`config.mk`:
```
export PLATFORM = sky130hd
export DESIGN_NAME = door_lock_stepper_seq
export DESIGN_NICKNAME = d
export VERILOG_FILES = /design/src/rtl/door_lock_pkg.sv /design/src/rtl/stepper_phase_gen.sv /design/src/rtl/door_lock_stepper_seq.sv
export SDC_FILE = /design/constraint.sdc
export NUM_CORES = 1
export LEC_CHECK = 0
export CAP_MARGIN = 5
export CORE_MARGIN = 8
export CORE_UTILIZATION = 45
export CTS_CLUSTER_DIAMETER = 80
export DETAILED_ROUTE_END_ITERATION = 16
export GPL_TIMING_DRIVEN = 0
export PLACE_DENSITY = 0.68
export SETUP_SLACK_MARGIN = 0.05
export SLEW_MARGIN = 20
export SYNTH_ARGS = -nofsm -noshare
export SYNTH_HDL_FRONTEND = slang
export SYNTH_HIERARCHICAL = 1
export SYNTH_SLANG_ARGS = --single-unit
```
`constraint.sdc`:
```
create_clock -name clk -period 2.7 [get_ports clk]
set_input_delay 0.405 -clock clk [delete_from_list [all_inputs] [get_ports clk]]
set_output_delay 0.405 -clock clk [all_outputs]
set_load 0.01 [all_outputs]
```
`src/rtl/door_lock_pkg.sv`:
```
// Shared types and coil tables for the door-lock bolt stepper sequencer.
// Build option: DOOR_LOCK_HALF_STEP_EN selects the 8-entry half-step table instead of full-step.
package door_lock_pkg;

    typedef enum logic [2:0] {
        ST_IDLE  = 3'd0,
        ST_OPEN  = 3'd1,
        ST_HOLD  = 3'd2,
        ST_CLOSE = 3'd3,
        ST_DONE  = 3'd4
    } state_t;

`ifdef DOOR_LOCK_HALF_STEP_EN
    localparam int PHASE_COUNT = 8;
`else
    localparam int PHASE_COUNT = 4;
`endif

    // Phase counts are powers of two, so the phase register wraps by its width.
    localparam int PHASE_W = $clog2(PHASE_COUNT);

    function automatic logic [3:0] full_step_pattern(input logic [1:0] p);
        logic [3:0] pat;
        case (p)
            2'd0:    pat = 4'b1001;
            2'd1:    pat = 4'b1010;
            2'd2:    pat = 4'b0110;
            default: pat = 4'b0101;
        endcase
        return pat;
    endfunction

    function automatic logic [3:0] half_step_pattern(input logic [2:0] p);
        logic [3:0] pat;
        case (p)
            3'd0:    pat = 4'b1000;
            3'd1:    pat = 4'b1010;
            3'd2:    pat = 4'b0010;
            3'd3:    pat = 4'b0110;
            3'd4:    pat = 4'b0100;
            3'd5:    pat = 4'b0101;
            3'd6:    pat = 4'b0001;
            default: pat = 4'b1001;
        endcase
        return pat;
    endfunction

    function automatic logic [3:0] phase_pattern(input logic [PHASE_W-1:0] p);
`ifdef DOOR_LOCK_HALF_STEP_EN
        return half_step_pattern(p);
`else
        return full_step_pattern(p);
`endif
    endfunction

endpackage

```
`src/rtl/stepper_phase_gen.sv`:
```
// Coil phase index register and table lookup; coils are de-energised whenever enable is low.
// The phase index survives across sequences so reverse steps continue from where the bolt stopped.
module stepper_phase_gen
    import door_lock_pkg::*;
(
    input  logic       clk,
    input  logic       reset,
    input  logic       step_fwd,
    input  logic       step_rev,
    input  logic       enable,
    output logic [3:0] motor_out
);

    logic [PHASE_W-1:0] phase;
    logic [PHASE_W-1:0] phase_next;

    always_comb begin
        phase_next = phase;
        if (step_fwd) begin
            phase_next = phase + 1'b1;
        end else if (step_rev) begin
            phase_next = phase - 1'b1;
        end
    end

    // Drive the pattern of the phase being entered so the coil output stays registered.
    always_ff @(posedge clk) begin
        if (reset) begin
            phase     <= '0;
            motor_out <= 4'b0000;
        end else begin
            phase     <= phase_next;
            motor_out <= enable ? phase_pattern(phase_next) : 4'b0000;
        end
    end

endmodule

```
`src/rtl/door_lock_stepper_seq.sv`:
```
// Door-lock bolt sequencer: open N steps, hold, close, report done until trigger drops.
// Build option: DOOR_LOCK_HALF_STEP_EN (half-step coil table, handled in door_lock_pkg).
module door_lock_stepper_seq
    import door_lock_pkg::*;
#(
    parameter int STEP_W      = 16,
    parameter int SPEED_DELAY = 100000,
    parameter int WAIT_DELAY  = 24000000,
    parameter int CNT_W       = 32
) (
    input  logic              clk,
    input  logic              reset,
    input  logic              trigger,
    input  logic              abort,
    input  logic [STEP_W-1:0] steps_in,
    output logic [3:0]        motor_out,
    output logic              busy,
    output logic              sequence_done,
    output logic              aborted,
    output logic [STEP_W-1:0] position,
    output state_t            dbg_state
);

    localparam logic [CNT_W-1:0] SPEED_LAST = CNT_W'(SPEED_DELAY - 1);
    localparam logic [CNT_W-1:0] WAIT_LAST  = CNT_W'(WAIT_DELAY - 1);

    // Handshake: trigger is a level request sampled only in IDLE; sequence_done stays
    // high in DONE until trigger is low, so the requester must drop trigger to re-arm.
    state_t            state;
    state_t            state_next;
    logic [CNT_W-1:0]  clk_cnt;
    logic [STEP_W-1:0] target;
    logic              step_tick;
    logic              step_fwd;
    logic              step_rev;
    logic              abort_take;
    logic              run_next;

    assign step_tick  = (clk_cnt == SPEED_LAST);
    assign step_fwd   = (state == ST_OPEN) && step_tick;
    assign step_rev   = (state == ST_CLOSE) && (position != '0) && step_tick;
    assign abort_take = abort && ((state == ST_OPEN) || (state == ST_HOLD));
    assign run_next   = (state_next == ST_OPEN) || (state_next == ST_HOLD) ||
                        (state_next == ST_CLOSE);
    assign dbg_state  = state;

    always_ff @(posedge clk) begin
        if (reset) begin
            state <= ST_IDLE;
        end else begin
            state <= state_next;
        end
    end

    always_comb begin
        state_next = state;
        case (state)
            ST_IDLE: begin
                if (trigger) begin
                    state_next = (steps_in != '0) ? ST_OPEN : ST_DONE;
                end
            end
            ST_OPEN: begin
                // An abort on a step edge still lets that step count before reversing.
                if (abort_take) begin
                    state_next = ST_CLOSE;
                end else if (step_fwd && ((position + STEP_W'(1)) == target)) begin
                    state_next = ST_HOLD;
                end
            end
            ST_HOLD: begin
                if (abort_take || (clk_cnt == WAIT_LAST)) begin
                    state_next = ST_CLOSE;
                end
            end
            ST_CLOSE: begin
                if (position == '0) begin
                    state_next = ST_DONE;
                end else if (step_rev && (position == STEP_W'(1))) begin
                    state_next = ST_DONE;
                end
            end
            ST_DONE: begin
                if (!trigger) begin
                    state_next = ST_IDLE;
                end
            end
            default: state_next = ST_IDLE;
        endcase
    end

    always_ff @(posedge clk) begin
        if (reset) begin
            clk_cnt       <= '0;
            target        <= '0;
            position      <= '0;
            busy          <= 1'b0;
            sequence_done <= 1'b0;
            aborted       <= 1'b0;
        end else begin
            busy          <= run_next;
            sequence_done <= (state_next == ST_DONE);

            if ((state == ST_IDLE) && trigger) begin
                target <= steps_in;
            end

            // One divider serves both the step period and the hold time.
            if (!run_next || (state_next != state) || ((state != ST_HOLD) && step_tick)) begin
                clk_cnt <= '0;
            end else begin
                clk_cnt <= clk_cnt + CNT_W'(1);
            end

            if (step_fwd) begin
                position <= position + STEP_W'(1);
            end else if (step_rev) begin
                position <= position - STEP_W'(1);
            end

            if (abort_take) begin
                aborted <= 1'b1;
            end else if (state_next == ST_IDLE) begin
                aborted <= 1'b0;
            end
        end
    end

    stepper_phase_gen u_phase_gen (
        .clk       (clk),
        .reset     (reset),
        .step_fwd  (step_fwd),
        .step_rev  (step_rev),
        .enable    (run_next),
        .motor_out (motor_out)
    );

endmodule

```
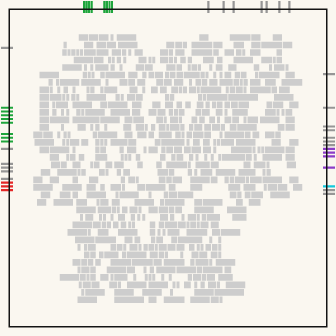
run_1/io_placement.png
Pins as bars across the die edge, other pins in gray.
legend:
  motor_out:
    color: purple
    pins: 4
    direction: output
    edge: right
  dbg_state:
    color: red
    pins: 3
    direction: output
    edge: left
  steps_in:
    color: green
    pins: 16
    direction: input
    edge: 8 left, 8 top
  reset:
    color: cyan
    pins: 1
    direction: input
    edge: right
all pins by edge: 17 left, 15 top, 14 right
die extent in x: 114.7 microns
height of the die: 114.7 microns
PortBufs: 45

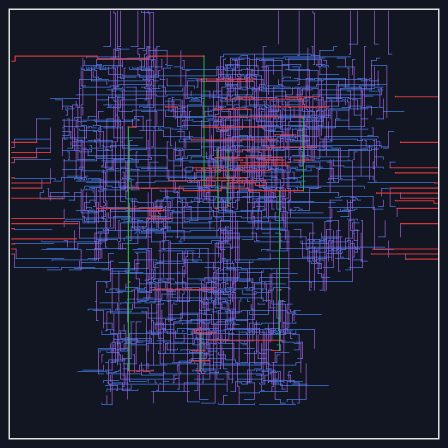
run_1/wires.png
legend:
  metal 3:
    color: red
    wire_length: 792 microns
  metal 2:
    color: purple
    wire_length: 5030 microns
  metal 1:
    color: blue
    wire_length: 5640 microns
  metal 4:
    color: green
    wire_length: 203 microns

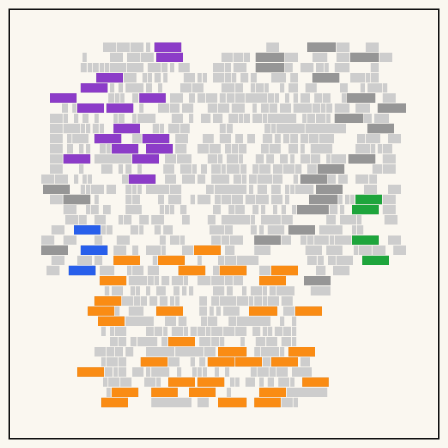
run_1/flops_by_reg.png
Other sequential cells in the stronger gray, the rest of the logic in the fainter gray.
legend:
  u_phase_gen/motor_out:
    color: green
    flops: 4
    where: right middle
  target:
    color: purple
    flops: 16
    where: top left
  clk_cnt:
    color: orange
    flops: 32
  dbg_state:
    color: blue
    flops: 3
not colored: 21

==> flow_summary.toml, run 1 <==
# physical design summary
[outcome]
outcome = "finished clean"

[final_timing]
holdWs_ns = 0.4667
tightest_slew_ns = 0.6391
setup_viol = 0
fin_crit_sh_pct = 95.92
report.final.slew_viol_count = 0
max_slew_margin_pct = 57.06
hold_viol_final = 0
timing.fmax_mhz = 386.1
fin_skew_ns = 0.01204
rsz0062_at_grt = "yes"
period_minus_slack_ns = 2.590

[pwr]
p_seq_w = 0.00118
pwr.group.clock_w = 0.00104
p_int_w = 0.001889
power_w = 0.002489
ir_drop_v = 0.0002773
power_leader = "sequential cells"
powerComb_w = 0.000271
swShare_pct = 24.13
p_leak_nw = 2.063
switching_power_w = 0.0006006
p_per_area_nw_per_um2 = 440.0
seqPwrFrac_pct = 47.2
p_comb_share_pct = 10.9
clkPwrFrac_pct = 41.9

[grt]
first_global_vias = 3929
grt_max_degree = 14
grt_antenna_before_repair = 0
grt_pass1_wl_mm = 19.01
globalRouteTotalUtil_pct = 17.91
grt_overflow = 0

[worst_setup_path]
cpPeakStageDelay_ns = 0.37
cp_top_family = "simple AND/OR/NAND/NOR gates"
crit_slowest_cell = "dfxtp_4"
path_common_cell = "buf_4"
crit_path_start_kind = "register"
worstPathRequired_ns = 2.95
path_class = "register to register"
critPathMaxFanout = 8
end_kind = "register"
crit_chain = "buf_4 -> inv_1 -> ha_2 -> nor3b_1 -> nand4_1 -> nor4b_4 -> buf_4 -> and2_1 -> a22oi_1 -> mux2_2"
critPathBufInv = 3
arrival_ns = 2.84

[min_path]
hold_class = "register to register"

[layout]
mi_logic_area_sq_um = 2888
drive_gt1_share_pct = 17.80
fin_nets = 641
fillers = 882
area_delta_synth_final_pct = 29.05
num_antenna_cells = 0
register_area_sq_um = 1539
final_cell_area_sq_um = 5658

[flow_run]
cap_violations = 0
openroad.warnings = 32

[logic_synthesis]
edf_count = 0
synth_flops = 76
synthFlopType = "dfxtp_1"
yosysUniqueCellTypes = 66
synth-seq-area-share_pct = 34.70
synth_area_per_cell_sq_um = 8.089
ys_async_sr_fraction_pct = 0
synth_cells = 542
synth_warnings = 6
yosysCellCount = 542
ys_area_sq_um = 4384
synthesis.area_sq_um = 4384
syn-num-nets = 570

[detailed_routing]
wl_per_cell_microns = 15.53
routed_wl_mm = 11.66
vias = 4208
drc = 0
viasPerCell = 5.603
drtIter0Drc = 241
antenna_left = 0
first_pass_iters = 5

[floorplanning]
row_count = 36
die-area_sq_um = 13160
ios = 46
fp_util_pct = 45.70
coreArea_sq_um = 9594

[clocking]
cts_made_buffers = 9
holdBufCountCts = 0
worstSkewPairLatency_ns = 0.37
cts_tree = "built"
root_buffer = "clkbuf_8"
clock_sinks = 76
cts_buffer_depth = 2
htreeDepth = 3
clk_pin_slew_ns = 0.08

[placement]
gp_congestion = 0.8830
dp_hpwl_mm = 8.492
place_area_sq_um = 5032
-- run 1: state kept, by name, indices dropped and copies added (netlist names) --
name and flops:
aborted 1, target 16, busy 1, sequence_done 1, position 16, clk_cnt 32, dbg_state 3, u_phase_gen/phase 2
u_phase_gen/motor_out 4
-- run 1: layout make-up --
type | count | share of cell area (%)
Timing Repair Buffer | 61 | 10.08
Inverter | 16 | 1.061
Buffer | 27 | 3.450
Tap cell | 133 | 2.941
Clock inverter | 7 | 2.034
Multi-Input combinational cell | 422 | 51.04
Clock buffer | 9 | 2.189
Sequential cell | 76 | 27.20
-- run 1: synthesized netlist by cell type, types with 3 or more instances --
library cell,count,area share [%]
a31oi_1,4,0.57
mux2i_1,3,0.68
a22oi_1,6,1.0
nor4_1,20,2.9
nor2_1,75,6.4
xnor2_1,35,7.0
mux2_2,9,2.3
nor3_1,20,2.3
buf_2,9,1.0
nand3b_1,3,0.51
ha_1,8,2.3
nand2b_1,6,0.86
nor3b_1,6,1.0
o21ai_0,4,0.46
inv_1,16,1.4
nand3_1,17,1.9
and2_1,5,0.71
nand2_1,55,4.7
nor4b_1,3,0.60
nand4_1,13,1.9
nor2b_1,12,1.7
buf_6,4,1.0
clkbuf_1,13,1.1
dfxtp_1,76,35
a32oi_1,3,0.60
xor2_1,19,3.8
o22ai_1,4,0.57
and3_1,15,2.1
or2_2,4,0.57
and4_1,5,1.0
a21oi_1,27,3.1
-- run 1: path summary, 6_finish.rpt --
kind                   to  cells past startpoint         from  slack [ns]
min            target[13]                      2   target[13]        0.47
min reg2reg    target[13]                      2   target[13]        0.47
max reg2reg  position[12]                     10  position[0]        0.11
max          position[12]                     10  position[0]        0.11
-- run 1: placed cells by master, fill, tap and decap left out, types with 11 or more instances in the layout --
master and count:
inv_1 16, nor3_1 17, nand4_1 13, xor2_1 19
nor2b_1 12, nand3_1 16, dfxtp_1 64, nor2_1 74
a21oi_1 27, xnor2_1 35, clkdlybuf4s50_1 45, nand2_1 55
dfxtp_2 11, buf_4 21, and3_1 14
-- run 1: per-stage QoR --
| step | worst slack (ns) | TNS [ns] | utilization (%) | instances |
|---|---|---|---|---|
| global route | 0.009222 | 0 | 58.97 | 751 |
| finish | 0.1102 | 0 | 58.97 | 751 |
| detailed placement | -0.2422 | -8.176 | 52.45 | 720 |
| global placement | -0.2143 | -7.687 | 52.45 | 720 |
| CTS | 0.06187 | 0 | 56.39 | 743 |
| floorplan | 0.06640 | 0 | - | 542 |
-- run 1: logic make-up after synthesis --
kind of cell,after synthesis,synth area share [%]
simple gates,274,32.62
flops,76,34.70
compound gates,74,11.90
xor+xnor,54,10.79
buf+inv,44,4.709
mux,12,2.997
fa+ha+maj,8,2.283
-- run 1: routing by layer --
| layer | vias up | share of wire, % | GRT usage (%) |
|---|---|---|---|
| li1 | 2072 | - | - |
| met4 | 0 | 1.7 | 7.531 |
| met5 | - | 0 | 0 |
| met3 | 17 | 6.8 | 4.008 |
| met2 | 125 | 43 | 26.81 |
| met1 | 1994 | 48 | 24.21 |
-- run 1: timing repair --
item | CTS | global route
buffers inserted | 7 | 9
pin swaps | 1 | 6
resized | 22 | 54
setup endpoints to repair | 15 | 45
==> run 2, diff against run 1 <==
Settings changed: CTS_CLUSTER_DIAMETER 80 to 120.
==> flow_summary.toml, run 2 <==
# physical design summary
[grt]
grt_antenna_before_repair = 0
grt_overflow = 0

[pwr]
p_leak_nw = 2.063
ir_drop_v = 0.0002773
p_per_area_nw_per_um2 = 440.0

[floorplanning]
ios = 46
dieWidth_microns = 114.7
fp_util_pct = 45.70
die_h_microns = 114.7
coreArea_sq_um = 9594
die-area_sq_um = 13160

[final_timing]
fin_crit_sh_pct = 95.92
tightest_slew_ns = 0.6391
hold_viol_final = 0
rsz0062_at_grt = "yes"
setup_viol = 0
max_slew_margin_pct = 57.06
timing.fmax_mhz = 386.1
setup_tns_ns = 0

[detailed_routing]
viasPerCell = 5.603
drtIter0Drc = 241
antenna_left = 0

[layout]
finish.utilization_pct = 58.97
num_antenna_cells = 0
final_cell_area_sq_um = 5658
reg_top3 = "clk_cnt (32), position (16), target (16)"
layout_top_cell = "nor2_1"
largest_register_ff_count = 32
fillers = 882
top_register = "clk_cnt"

[worst_setup_path]
crit_chain = "buf_4 -> inv_1 -> ha_2 -> nor3b_1 -> nand4_1 -> nor4b_4 -> buf_4 -> and2_1 -> a22oi_1 -> mux2_2"
rr_startpoint = "position[0]"
r2r_cells = 10
cp-startpoint = "position[0]"
path_class = "register to register"
cp_num_cells = 10
crit_path_start_kind = "register"
path_common_cell = "buf_4"
cp-endpoint = "position[12]"
cp_top_family = "simple AND/OR/NAND/NOR gates"
r2r-end = "position[12]"
worstPathRequired_ns = 2.95
arrival_ns = 2.84
critPathBufInv = 3
end_kind = "register"
critPathMaxFanout = 8
cpPeakStageDelay_ns = 0.37

[min_path]
hp-start = "target[13]"
hold_class = "register to register"

[clocking]
root_buffer = "clkbuf_8"
clock_sinks = 76
holdBufCountCts = 0
cts_made_buffers = 9
worstSkewPairLatency_ns = 0.37
htreeDepth = 3

[logic_synthesis]
synth-seq-area-share_pct = 34.70
ys_async_sr_fraction_pct = 0
synth_warnings = 6
syn-num-nets = 570
synthesis.area_sq_um = 4384
synth_flops = 76
synthFlopType = "dfxtp_1"
yosys-top-cells-area = "dfxtp_1 35%, xnor2_1 7.0%, nor2_1 6.4%"
synth_area_per_cell_sq_um = 8.089
yosys.area.top_type = "dfxtp_1"
ys_area_sq_um = 4384
edf_count = 0
top_cells_by_count = "76 x dfxtp_1, 75 x nor2_1, 55 x nand2_1"
yosysCellCount = 542
top_cell = "dfxtp_1"

[outcome]
outcome = "finished clean"

[placement]
preCtsSetupSlack_ns = -0.2422
dp_hpwl_mm = 8.492
gp_congestion = 0.8830
io_buffers = 45

[flow_run]
openroad.warnings = 32
[run 2: cell counts after synthesis]
Identical to the previous run, type by type.
[run 2: layer usage]
metal  GRT usage, %  routed length [microns]  part of all wire, %  vias up
li1               -                        -                    -     2072
met5              0                        0                    0        -
met2          26.81                     5029                   43      125
met4          7.531                      203                  1.7        0
met3          4.008                      791                  6.8       17
met1          24.21                     5637                   48     1994
[run 2: layout make-up]
type | count | area, sq um | share of cell area (%)
Clock inverter | 7 | 115.1 | 2.034
Multi-Input combinational cell | 422 | 2888 | 51.04
Inverter | 16 | 60.06 | 1.061
Timing Repair Buffer | 61 | 570.5 | 10.08
Tap cell | 133 | 166.4 | 2.941
Sequential cell | 76 | 1539 | 27.20
Buffer | 27 | 195.2 | 3.450
Clock buffer | 9 | 123.9 | 2.189
[run 2: report_power, final]
| group | internal [W] | switching (W) | total [W] |
|---|---|---|---|
| registers | 0.00115 | 0.0000251 | 0.00118 |
| logic | 0.000129 | 0.000143 | 0.000271 |
| clock network | 0.000610 | 0.000433 | 0.00104 |
[run 2: worst min path at each step]
stage	end	cells after the start
4_1_cts	target[13]	2
5_1_grt	target[13]	2
2_1_floorplan	clk_cnt[0]	1
3_3_place_gp	clk_cnt[0]	1
3_5_place_dp	clk_cnt[0]	1
6_report	target[13]	2
[run 2: worst reg2reg max path, cell delays in order (launching register included)]
cell and delay, ns:
dfxtp_4 0.37, buf_4 0.17, inv_1 0.09, ha_2 0.21, nor3b_1 0.34, nand4_1 0.16
nor4b_4 0.17, buf_4 0.16, and2_1 0.21, a22oi_1 0.27, mux2_2 0.36
[run 2: cells by family after synthesis]
family	synth area share, %
buf+inv	4.709
simple gates	32.62
mux	2.997
xor+xnor	10.79
flops	34.70
compound gates	11.90
fa+ha+maj	2.283
[run 2: timing repair]
item / 4_1_cts / 5_1_grt
buffers inserted: 7 / 9
setup endpoints to repair: 15 / 45
gates resized: 22 / 54
cloned: 0 / 0
pin swaps: 1 / 6
[run 2: stage by stage]
stage	power [W]	hold WS, ns	instances
2_1_floorplan	0.001354	0.4296	542
3_3_place_gp	0.001447	0.4403	720
3_5_place_dp	0.001453	0.4539	720
4_1_cts	0.002493	0.4694	743
5_1_grt	0.002582	0.4859	751
6_report	0.002489	0.4667	751
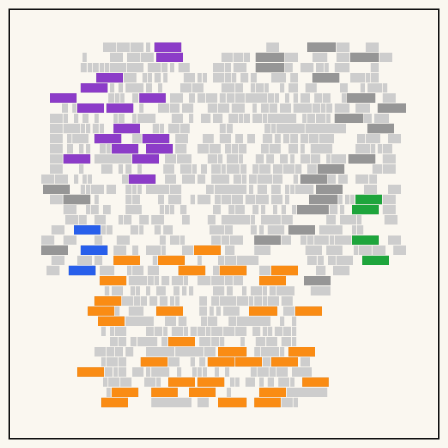
run_2/flops_by_reg.png
Other sequential cells in the stronger gray, the rest of the logic in the fainter gray.
legend:
  u_phase_gen/motor_out:
    color: green
    flops: 4
    where: right middle
  target:
    color: purple
    flops: 16
    where: top left
  clk_cnt:
    color: orange
    flops: 32
  dbg_state:
    color: blue
    flops: 3

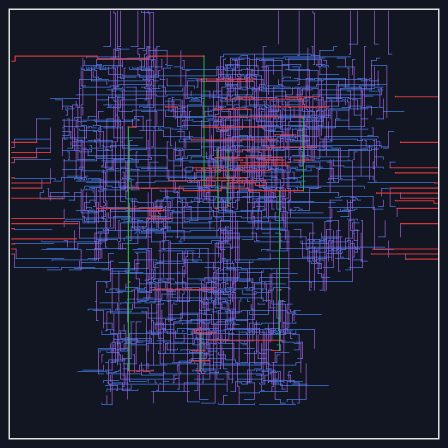
run_2/wires.png
legend:
  metal 2:
    color: purple
    wire_length: 5030 microns
  metal 4:
    color: green
    wire_length: 203 microns
  metal 3:
    color: red
    wire_length: 792 microns
  metal 1:
    color: blue
    wire_length: 5640 microns
All-Layer GR Usage: 17.91%
wire length after detailed routing: 11.66 mm
wire length per cell: 15.53 microns
Via Count: 4208

Power figures rest on the tool's default switching activity, not on a simulated workload.
